floorplan.png
Bar = 50 µm. Pins as bars on the die edge. Tap cells in gray.
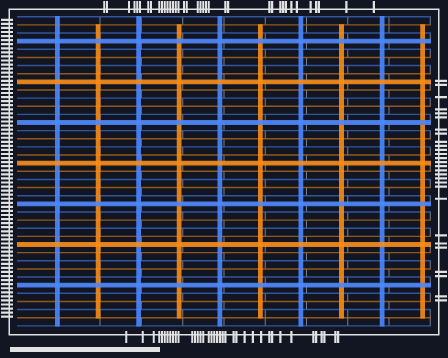
class_map.png
Bar = 50 µm.
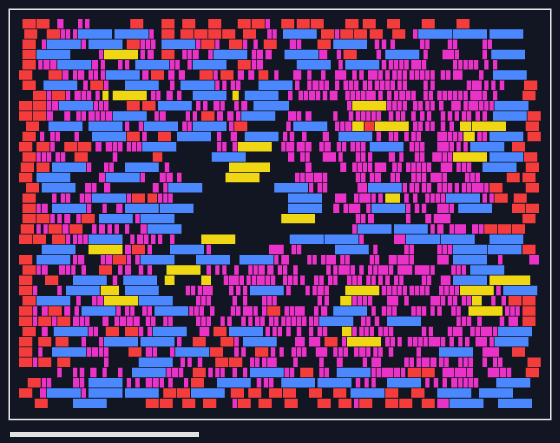
clock_wires.png
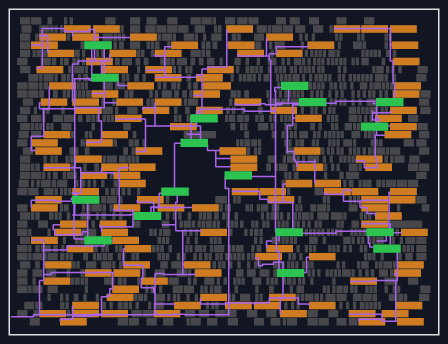
layers.png
Bar = 50 µm. Two of the layers only.
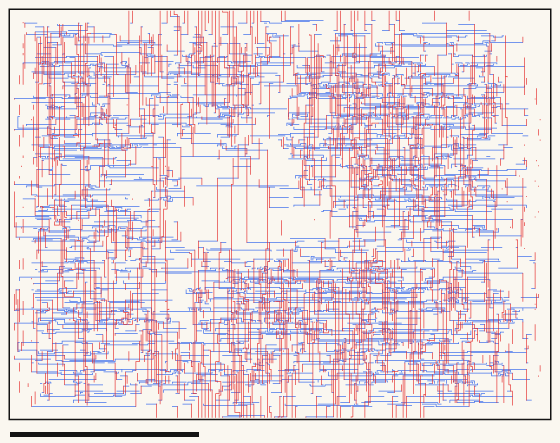
<file path="src/rtl/arm_pkg.sv">
// Shared widths, stage FSM encoding and a saturating-increment helper for the MEM/WB slice.
// Pure declarations; no logic or timing of its own.
package arm_pkg;

   localparam int DATA_W     = 32;
   localparam int REG_ADDR_W = 4;

   typedef enum logic {
      ST_RUN  = 1'b0,
      ST_WAIT = 1'b1
   } stage_state_t;

   // Event counters stick at all-ones rather than wrapping back to zero.
   function automatic logic [DATA_W-1:0] sat_inc(input logic [DATA_W-1:0] v);
      return (&v) ? v : v + DATA_W'(1);
   endfunction

endpackage

</file>
<file path="src/rtl/wb_mux.sv">
// Writeback data select: load data when the retiring op was a load, ALU result otherwise.
// Zero latency (pure combinational); no flow control of its own.
import arm_pkg::*;

module wb_mux (
   input  logic              mem_r_en,
   input  logic [DATA_W-1:0] alu_res,
   input  logic [DATA_W-1:0] mem_data,
   output logic [DATA_W-1:0] wb_value
);

   assign wb_value = mem_r_en ? mem_data : alu_res;

endmodule

</file>
<file path="src/rtl/mem_wb_stage.sv">
// MEM/WB pipeline register with a RUN/WAIT memory-handshake FSM, stall/retire counters.
// One-cycle latency to the register file; an incomplete memory access freezes upstream and inserts bubbles.
import arm_pkg::*;

module mem_wb_stage (
   input  logic                  clk,
   input  logic                  rst,
   input  logic                  WB_EN_in,
   input  logic                  MEM_R_EN_in,
   input  logic                  MEM_W_EN_in,
   input  logic [DATA_W-1:0]     ALU_Res_in,
   input  logic [DATA_W-1:0]     Mem_out,
   input  logic [REG_ADDR_W-1:0] WB_Dest_in,
   input  logic                  mem_ready,
   output logic                  WB_EN,
   output logic [REG_ADDR_W-1:0] WB_Dest,
   output logic [DATA_W-1:0]     WB_Value,
   output logic                  freeze,
   output logic                  busy,
   output logic [DATA_W-1:0]     stall_count,
   output logic [DATA_W-1:0]     retire_count
);

   logic                  access;
   logic                  slot_vld;
   stage_state_t          state_q;
   stage_state_t          state_d;

   logic                  wb_en_q;
   logic                  mem_r_en_q;
   logic [DATA_W-1:0]     alu_res_q;
   logic [DATA_W-1:0]     mem_dat_q;
   logic [REG_ADDR_W-1:0] wb_dest_q;
   logic [DATA_W-1:0]     stall_cnt_q;
   logic [DATA_W-1:0]     retire_cnt_q;

   assign access   = MEM_R_EN_in | MEM_W_EN_in;
   assign freeze   = access & ~mem_ready;
   assign slot_vld = WB_EN_in | access;

   // Next-state logic; a same-cycle access+ready never visits WAIT.
   always_comb begin
      state_d = state_q;
      case (state_q)
         ST_RUN:  if (access && !mem_ready) state_d = ST_WAIT;
         ST_WAIT: if (mem_ready)            state_d = ST_RUN;
         default:                           state_d = ST_RUN;
      endcase
   end

   always_ff @(posedge clk or posedge rst) begin
      if (rst) begin
         state_q <= ST_RUN;
      end else begin
         state_q <= state_d;
      end
   end

   // Frozen edges load a bubble: only the write enable drops, data fields keep their values.
   always_ff @(posedge clk or posedge rst) begin
      if (rst) begin
         wb_en_q    <= 1'b0;
         mem_r_en_q <= 1'b0;
         alu_res_q  <= '0;
         mem_dat_q  <= '0;
         wb_dest_q  <= '0;
      end else if (freeze) begin
         wb_en_q    <= 1'b0;
      end else begin
         wb_en_q    <= WB_EN_in;
         mem_r_en_q <= MEM_R_EN_in;
         alu_res_q  <= ALU_Res_in;
         mem_dat_q  <= Mem_out;
         wb_dest_q  <= WB_Dest_in;
      end
   end

   always_ff @(posedge clk or posedge rst) begin
      if (rst) begin
         stall_cnt_q  <= '0;
         retire_cnt_q <= '0;
      end else if (freeze) begin
         stall_cnt_q  <= sat_inc(stall_cnt_q);
      end else if (slot_vld) begin
         retire_cnt_q <= sat_inc(retire_cnt_q);
      end
   end

   wb_mux u_wb_mux (
      .mem_r_en (mem_r_en_q),
      .alu_res  (alu_res_q),
      .mem_data (mem_dat_q),
      .wb_value (WB_Value)
   );

   assign WB_EN        = wb_en_q;
   assign WB_Dest      = wb_dest_q;
   assign busy         = (state_q == ST_WAIT);
   assign stall_count  = stall_cnt_q;
   assign retire_count = retire_cnt_q;

endmodule

</file>
<file path="config.mk">
export PLATFORM = sky130hd
export DESIGN_NAME = mem_wb_stage
export DESIGN_NICKNAME = d
export VERILOG_FILES = /design/src/rtl/arm_pkg.sv /design/src/rtl/wb_mux.sv /design/src/rtl/mem_wb_stage.sv
export SDC_FILE = /design/constraint.sdc
export NUM_CORES = 1
export LEC_CHECK = 0
export ABC_AREA = 1
export CORE_ASPECT_RATIO = 0.75
export CORE_MARGIN = 2
export CORE_UTILIZATION = 50
export CTS_CLUSTER_SIZE = 28
export DETAILED_ROUTE_END_ITERATION = 10
export PLACE_DENSITY = 0.79
export RECOVER_POWER = 50
export SKIP_CTS_REPAIR_TIMING = 1
export SYNTH_ARGS = -nofsm -noshare
export SYNTH_HDL_FRONTEND = slang
export SYNTH_SLANG_ARGS = --single-unit
export TNS_END_PERCENT = 20
</file>
<file path="constraint.sdc">
create_clock -name clk -period 5.3 [get_ports clk]
set_clock_uncertainty 0.05 [all_clocks]
set_input_delay 1.06 -clock clk [delete_from_list [all_inputs] [get_ports clk]]
set_output_delay 1.06 -clock clk [all_outputs]
set_load 0.01 [all_outputs]
</file>
==> results.txt <==
fresh numbers from the pnr run: buffering overhead 18.45%, hold slack 0.4256 ns, Congestion Overflow GR 0, Yosys Chip Area 0.007258 mm², busiest grt layer met2, synth unique cells 25, failing checks max-capacitance violations, max-slew violations, WP data arrival 3.80 ns, type of origin of the critical path input port, yosys xor share 3.379%, inverter count 64, Tightest Pin Transition 2.296 ns, Final Net Count 1281, combinational power share 17.7%, CTS tree yes, Hold Vio Cnt, Final 0, chip footprint 0.01551 mm², status finished with violations, main kind of combinational logic by area simple AND/OR/NAND/NOR gates, internal power 2084 µW, Comb gates 807, Hold EP WB_Dest[1], Seq power 1220 µW, crit path max fanout 46, HPWL Detailed 13.79 mm, Finish-stage setup viols 0, die width 143.1 µm, CP peak stage delay 0.69 ns, heaviest power group registers, clk buf depth 2, Clock Sinks 135, Reg power frac 41.9%, cycle use final 67.80%, dominant kind of cell logic gates, root buf cell clkbuf_16, Buffers & Inverters on Critical Path 4, filler instances 1250, Leakage 0.004621 µW, Commonest Layout Cell nand2_1, remaining antenna violation count 0, final core area utilization 67.84%, Worst VDD drop 0.1987 mV, bufs w/o clock 180, GPL Wtd Cong 0.9160, Cells after Synth 1041, Core Area 0.01431 mm², Max stage delay cell, worst path nand3_2, synth warn 0, wire length on met1 8.987 mm, Area Overhead vs Synth 33.77%, antenna violations before repair 0, Mean Syn Cell Area 6.972 µm², RSZ-0062 raised after global routing no, total of max-cap violations 1, largest net degree at the start of global routing 111, Top Ports 177, hold path startpoint WB_Dest[1], FF+latch area 0.003379 mm², tool warning count 28, share of cells above drive strength 1 3.862%, Multiplexer share 0%, Die Span Y 108.3 µm, global-route wire length before repair 31.63 mm, fraction of area in multi-input gates 35.61%, Comb area 0.003457 mm², met3 Use GR 7.307%, DP Area 0.009136 mm², Final WS setup 1.707 ns, Clock power frac 40.4%, grt met1 use 37.90%, # H-tree levels 4, worst relative slew slack -53.07%, pre-CTS setup slack 1.323 ns, DR DRC count 0, Synth Register Bits 135, mapped cell area 0.007258 mm², Latency at later pin 0.42 ns, Final TNS setup 0 ns, fin area 0.009709 mm², clock network area share 6.031%, critical path type in2reg, Worst Setup End Kind flip-flop, Crit path max-delay family buffers and inverters, Tot Pwr 2914 µW, Worst path depth 7, Final Max-Slew Violation Tally 111, 1st-iter DRT viols 490, vias in the first global route 6381, worst r2r src retire_count[0], n_diodes 0, met2 Use GR 38.14%, TritonCTS Buffers 17, min Tclk post-route 3.593 ns, ys cells 1041, Sw Share 28.47%, registers 135, wire length on met3 1.754 mm, met2 WL 8.444 mm, Post-Synth Simple-Gate Area 38.46%, Cell Chain, Critical Path clkdlybuf4s50_1 -> inv_1 -> a21oi_1 -> buf_4 -> clkinv_2 -> nand3_2 -> o21ai_0, Power Density 300.1 mW/mm², FA/HA/MAJ Cells, Area Fraction 0.3448%, R2R Path End retire_count[14], Cell Rows 38, Min-Delay Path Class reg2reg, CLK BUF 18, worst r2r path cells 11, input/output buffers 176, Top cells excl fill/tap nand2_1 (532), dfrtp_1 (134), clkdlybuf4s50_1 (126), Comb group 516 µW
-- floorplan.png (at the start) --
legend:
  blue:
    net: VSS
  orange:
    net: VDD
met5 straps: 7
signal pins: 177
rows: 38
met1 rails: 39

-- class_map.png (at the start) --
legend:
  blue:
    class: sequential cells
    cells: 135
  magenta:
    class: remaining logic cells
    cells: 871
  yellow:
    class: clock drivers and dummy loads
    cells: 31
  red:
    class: remaining buffers and delay cells
    cells: 180

-- clock_wires.png (at the start) --
legend:
  purple:
    item: clock wires
    length: 1790 µm
  orange:
    item: flip-flops
    count: 135
  green:
    item: clock-net drivers
    count: 17
routed clock nets: 18

-- layers.png (at the start) --
legend:
  blue:
    layer: M1
    wire_length: 8990 µm
  red:
    layer: M2
    wire_length: 8440 µm
Avg WL per Cell: 13.69 µm
WL final: 19.40 mm
global-route total usage across every layer: 26.16%
DR vias: 7124

[cells in the mapped netlist]
| master | instances | area share, % |
|---|---|---|
| nand4_1 | 9 | 0.78 |
| clkbuf_1 | 19 | 0.98 |
| buf_2 | 5 | 0.34 |
| xnor2_1 | 13 | 1.6 |
| nor2_4 | 2 | 0.31 |
| dfrtp_1 | 135 | 47 |
| buf_6 | 4 | 0.62 |
| o21ai_1 | 1 | 0.069 |
| xor2_1 | 15 | 1.8 |
| nor2_1 | 108 | 5.6 |
| inv_2 | 3 | 0.16 |
| a21oi_2 | 1 | 0.12 |
| nand2_2 | 3 | 0.26 |
| nand2_4 | 1 | 0.16 |
| nand3_2 | 1 | 0.14 |
| a21oi_1 | 1 | 0.069 |
| o21ai_0 | 76 | 5.2 |
| nor3_1 | 3 | 0.21 |
| buf_4 | 3 | 0.31 |
| buf_1 | 4 | 0.21 |
| inv_1 | 61 | 3.2 |
| nand3_1 | 15 | 1.0 |
| ha_1 | 2 | 0.34 |
| nand2_1 | 532 | 28 |
| nand3b_1 | 24 | 2.5 |
[registers in the layout (all words and copies together), names as in the netlist]
register	flops
WB_EN	1
retire_count	32
stall_count	32
mem_r_en_q	1
alu_res_q	32
busy	1
WB_Dest	4
mem_dat_q	32
[worst max path at each step]
stage           startpoint         endpoint  slack [ns]
2_1_floorplan          rst       WB_Dest[0]        0.58
3_3_place_gp   MEM_R_EN_in  retire_count[6]        1.48
3_5_place_dp   MEM_R_EN_in  retire_count[6]        1.32
4_1_cts        MEM_R_EN_in  retire_count[6]        1.77
5_1_grt        MEM_W_EN_in  retire_count[6]        1.53
6_report       MEM_R_EN_in  retire_count[6]        1.71
No activity file was given, so power comes from the tool's default toggle rates.
